## src/rtl/pin_vector_driver.sv

```systemverilog
// Drives host test vectors onto a wrapped DUT's pins, samples the DUT
// outputs through a synchronizer and returns a compare result record.
module pin_vector_driver #(
    parameter int NUM_PINS      = 12,
    parameter int SETTLE_CYCLES = 4
) (
    input  logic                clk,
    input  logic                rst_n,
    input  logic                vec_valid,
    output logic                vec_ready,
    input  logic [NUM_PINS-1:0] vec_drive,
    input  logic [NUM_PINS-1:0] vec_dir,
    input  logic [NUM_PINS-1:0] vec_expect,
    input  logic [NUM_PINS-1:0] vec_mask,
    input  logic [NUM_PINS-1:0] dut_dir,
    output logic [NUM_PINS-1:0] pin_out,
    output logic [NUM_PINS-1:0] pin_oe,
    input  logic [NUM_PINS-1:0] pin_in,
    output logic                res_valid,
    input  logic                res_ready,
    output logic                res_pass,
    output logic [NUM_PINS-1:0] res_mismatch,
    output logic [NUM_PINS-1:0] res_sample,
    output logic                res_contention,
    output logic [15:0]         vec_count,
    output logic [15:0]         err_count
);

    localparam logic [1:0] IDLE   = 2'd0;
    localparam logic [1:0] DRIVE  = 2'd1;
    localparam logic [1:0] REPORT = 2'd2;

    localparam logic [8:0] SETTLE_LOAD = 9'(SETTLE_CYCLES + 2);

    logic [1:0]          state;
    logic [8:0]          settle;
    logic [NUM_PINS-1:0] held_drive;
    logic [NUM_PINS-1:0] held_dir;
    logic [NUM_PINS-1:0] held_expect;
    logic [NUM_PINS-1:0] held_mask;
    logic [NUM_PINS-1:0] contend;
    logic [NUM_PINS-1:0] sync1;
    logic [NUM_PINS-1:0] sync2;
    logic [NUM_PINS-1:0] miss;
    logic [15:0]         vec_total;
    logic [15:0]         err_total;

    assign vec_ready = (state == IDLE);
    assign res_valid = (state == REPORT);
    assign vec_count = vec_total;
    assign err_count = err_total;
    assign miss      = (sync2 ^ held_expect) & held_mask;

    // Pad values are asynchronous; two flops before anything looks at them.
    always_ff @(posedge clk) begin
        if (!rst_n) begin
            sync1 <= '0;
            sync2 <= '0;
        end else begin
            sync1 <= pin_in;
            sync2 <= sync1;
        end
    end

    always_ff @(posedge clk) begin
        if (!rst_n) begin
            state          <= IDLE;
            settle         <= '0;
            held_drive     <= '0;
            held_dir       <= '0;
            held_expect    <= '0;
            held_mask      <= '0;
            contend        <= '0;
            pin_out        <= '0;
            pin_oe         <= '0;
            res_pass       <= 1'b0;
            res_mismatch   <= '0;
            res_sample     <= '0;
            res_contention <= 1'b0;
            vec_total      <= '0;
            err_total      <= '0;
        end else begin
            unique case (state)
                IDLE: begin
                    if (vec_valid) begin
                        held_drive  <= vec_drive;
                        held_dir    <= vec_dir;
                        held_expect <= vec_expect;
                        held_mask   <= vec_mask;
                        contend     <= vec_dir & ~dut_dir;
                        settle      <= SETTLE_LOAD;
                        state       <= DRIVE;
                    end
                end
                DRIVE: begin
                    pin_out <= held_drive & held_dir;
                    pin_oe  <= held_dir & ~contend;
                    settle  <= settle - 9'd1;
                    // Last settle count: sync2 now holds the settled pad value.
                    if (settle == 9'd0) begin
                        res_sample     <= sync2;
                        res_mismatch   <= miss;
                        res_contention <= |contend;
                        res_pass       <= ~|miss & ~|contend;
                        state          <= REPORT;
                    end
                end
                REPORT: begin
                    if (res_ready) begin
                        vec_total <= vec_total + 16'd1;
                        if (!res_pass && err_total != 16'hFFFF) begin
                            err_total <= err_total + 16'd1;
                        end
                        state <= IDLE;
                    end
                end
                default: state <= IDLE;
            endcase
        end
    end

endmodule
```

## config.mk

```make
export PLATFORM = sky130hd
export DESIGN_NAME = pin_vector_driver
export DESIGN_NICKNAME = d
export VERILOG_FILES = /design/src/rtl/pin_vector_driver.sv
export SDC_FILE = /design/constraint.sdc
export NUM_CORES = 1
export LEC_CHECK = 0
export ABC_AREA = 1
export CORE_MARGIN = 1.5
export CORE_UTILIZATION = 40
export DETAILED_ROUTE_END_ITERATION = 12
export PLACE_DENSITY = 0.77
export SLEW_MARGIN = 0
export SYNTH_ARGS = -nofsm -noshare
export SYNTH_HDL_FRONTEND = slang
export SYNTH_SLANG_ARGS = --single-unit
```

## constraint.sdc

```tcl
create_clock -name clk -period 1.3 [get_ports clk]
set_input_delay 0.13 -clock clk [delete_from_list [all_inputs] [get_ports clk]]
set_output_delay 0.13 -clock clk [all_outputs]
set_load 0.02 [all_outputs]
```

==> images/wire_density.png <==
The die is cut into 27 by 27 equal tiles; dark purple is low, yellow is high, scaled to the fullest tile. Values are wire area over tile area, all layers added.
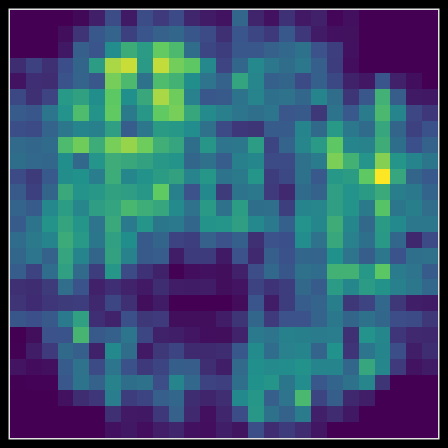
mean over tiles: 0.20
densest ninth of the die: right middle
fullest tile: 0.66
tiles over half the peak: 18%
emptiest ninth of the die: bottom left
nearly empty tiles: 10%
GRT Util Overall: 23.7%
wire per inst: 16.1 microns
Vias: 7,268

==> images/metal_stack.png <==
Two of the layers only.
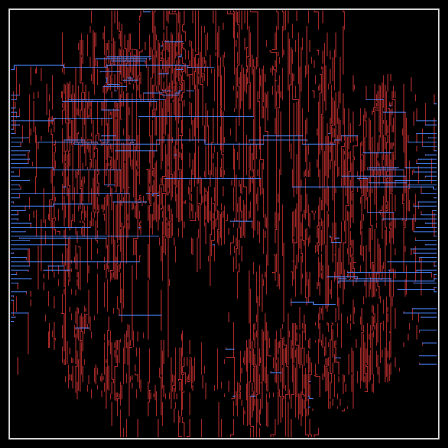
| colour | layer | wire length |
|---|---|---|
| red | met2 | 11,500 microns |
| blue | met3 | 1,460 microns |
final wirelength: 23.2 mm

==> flow_summary.ini <==
; implementation run metrics
[grt]
grt_antenna_before_repair = 0
first_global_vias = 6779
overflow = 0

[synthesis]
top_area_cell = dfxtp_1
ys_async_sr_fraction_pct = 0
syn-instance-count = 955
fp_nets = 1034
ys_top_cells_by_area = dfxtp_1, nand2_1, nor2_1
ys_area_sq_mm = 0.00710
ys_ff = 177
top_cells_by_count = nand2_1, dfxtp_1, nor2_1, inv_1, a21oi_1
synth-warning-count = 0
netlist.area_leader.share_pct = 49.9
synth_area_sq_mm = 0.00710
flop_cell = dfxtp_1
ys_cells = 955
synthDistinctLibCells = 35

[worst_setup_path]
critPathMaxFanout = 7
arrival_ps = 1890
start_kind = register
criticalPathCategory = register to register
cp-end-kind = register
cp.required_ps = 1680

[floorplanning]
fp_util_pct = 41.1
io_pins = 160
fp.coreArea_sq_mm = 0.0173
core.rowCount = 48
die_h_microns = 136
die_area_sq_mm = 0.0186

[min_path]
hp-class = input port to register

[routing]
via_per_inst = 5.05
drt_iter0_drc = 422
post-route-drc-count = 0
met1_length_mm = 9.77

[place]
place_congestion = 0.795
hpwl_mm = 12.6
portBuffers = 159
dp_cells = 1361

[power]
ir_drop_mv = 1.03
leakage_nw = 4.97

[cells_and_area]
layout-drive-gt1-share_pct = 32.3
diodes = 0
fin_nets = 1281
final-instance-count-excl-fill = 1440

[final_timing]
setup_slack_ps = -213
tns_ps = -7470
relSlewSlack_pct = 65.8
min_period_ps = 1510
period_used_pct = 116
rsz0062_at_grt = yes
tightest_slew_ps = 513
report.final.setup_viol = 64

[clock_network]
clockRootBuffer = clkbuf_16
cts_sinks = 177
clockBufferDepth = 2
insertion_delay_ps = 440
clkTransAtPathRegs_ps = 80
cts_tree = done
htree_levels = 4
cts_made_buffers = 17

[outcome]
violations = setup timing
outcome = finished with violations

[flow_run]
tool_warnings = 29
## final timing paths
kind,endpoint,depth (start not counted)
worst max-delay path,res_sample[10],10
worst min-delay path,sync2[7],4
worst max register to register,res_sample[10],10
worst min register to register,sync2[0],2
## critical path, cell delays in order, from the launching register on
cell and delay (ps):
dfxtp_2 330, inv_2 70, ha_4 150, nand2_4 60
nor2_4 110, nand2_4 80, nor2_8 190, buf_6 160
buf_16 130, o21ai_2 50, nor2_1 120
## repair_timing
| action | in CTS | in global routing |
|---|---|---|
| endpoints found under the hold margin | 0 | 0 |
| cloned | 19 | 3 |
| buffers inserted | 21 | 10 |
| pin swaps | 55 | 60 |
| resized | 296 | 215 |
| setup endpoints to repair | 199 | 177 |
## kinds of logic (layout without fill, tap and decap cells)
family	count (synthesis)	after routing	synth area share, %
xor gates and xnor gates	9	9	1.11
adders and majority gates	3	3	0.529
and+or+nand+nor	428	430	25.7
buffers and inverters	157	415	9.02
AOI/OAI and AO/OA	181	181	13.8
DFF	177	177	49.9
## per-layer routing
| metal | global-route usage, % | vias to the layer above |
|---|---|---|
| met5 | 0 | - |
| met4 | 7.39 | 0 |
| met3 | 6.00 | 35 |
| met2 | 40.3 | 245 |
| met1 | 29.4 | 3447 |
| li1 | - | 3541 |
## cell usage in the layout (no fill, tap or decap), types with 7 or more instances in the layout
master           instances
o22ai_2                 12
dfxtp_2                 18
clkdlybuf4s15_1         21
dfxtp_1                155
nand4_1                  8
buf_4                   55
a21oi_2                 37
clkdlybuf4s50_1         74
nor2_1                 112
inv_1                  103
nand2_2                 17
buf_6                   19
nor2_2                  18
o21ai_1                 26
o21ai_2                 15
nand3_1                 43
buf_12                  19
nand3_2                 10
clkbuf_16               20
nor2_4                  33
dlygate4sd2_1           33
inv_2                    7
nand2_4                 29
nand2_1                146
buf_16                  12
a21oi_1                 53
clkbuf_2                 9
o21ai_0                 31
buf_2                   15
## cell type report
class / instances / area [sq um]
Clock buffer: 19 / 443
Clock inverter: 13 / 135
Fill cell: 1338 / 5680
Inverter: 114 / 448
Multi-Input combinational cell: 623 / 3840
Sequential cell: 177 / 3580
Tap cell: 225 / 282
Timing Repair Buffer: 269 / 2890
## stage by stage
step / setup WS, ps / hold slack, ps / cell area (sq um) / total power [mW] / util (%)
floorplan: -130 / 228 / 7180 / 8.75 / -
global placement: -245 / 393 / 9440 / 10.5 / 54.6
detailed placement: -267 / 395 / 9440 / 10.5 / 54.6
CTS: -171 / 160 / 11000 / 17.1 / 63.5
global route: -296 / 186 / 11600 / 18.9 / 67.2
finish: -213 / 177 / 11600 / 18.1 / 67.2
## where the power goes
group / total (mW) / leakage (nW) / internal [mW] / switching [mW]
Sequential: 6.54 / 1.46 / 6.08 / 0.457
Combinational: 6.54 / 3.23 / 3.15 / 3.39
Clock: 5.05 / 0.282 / 2.61 / 2.44
Power and IR drop assume default switching activity.
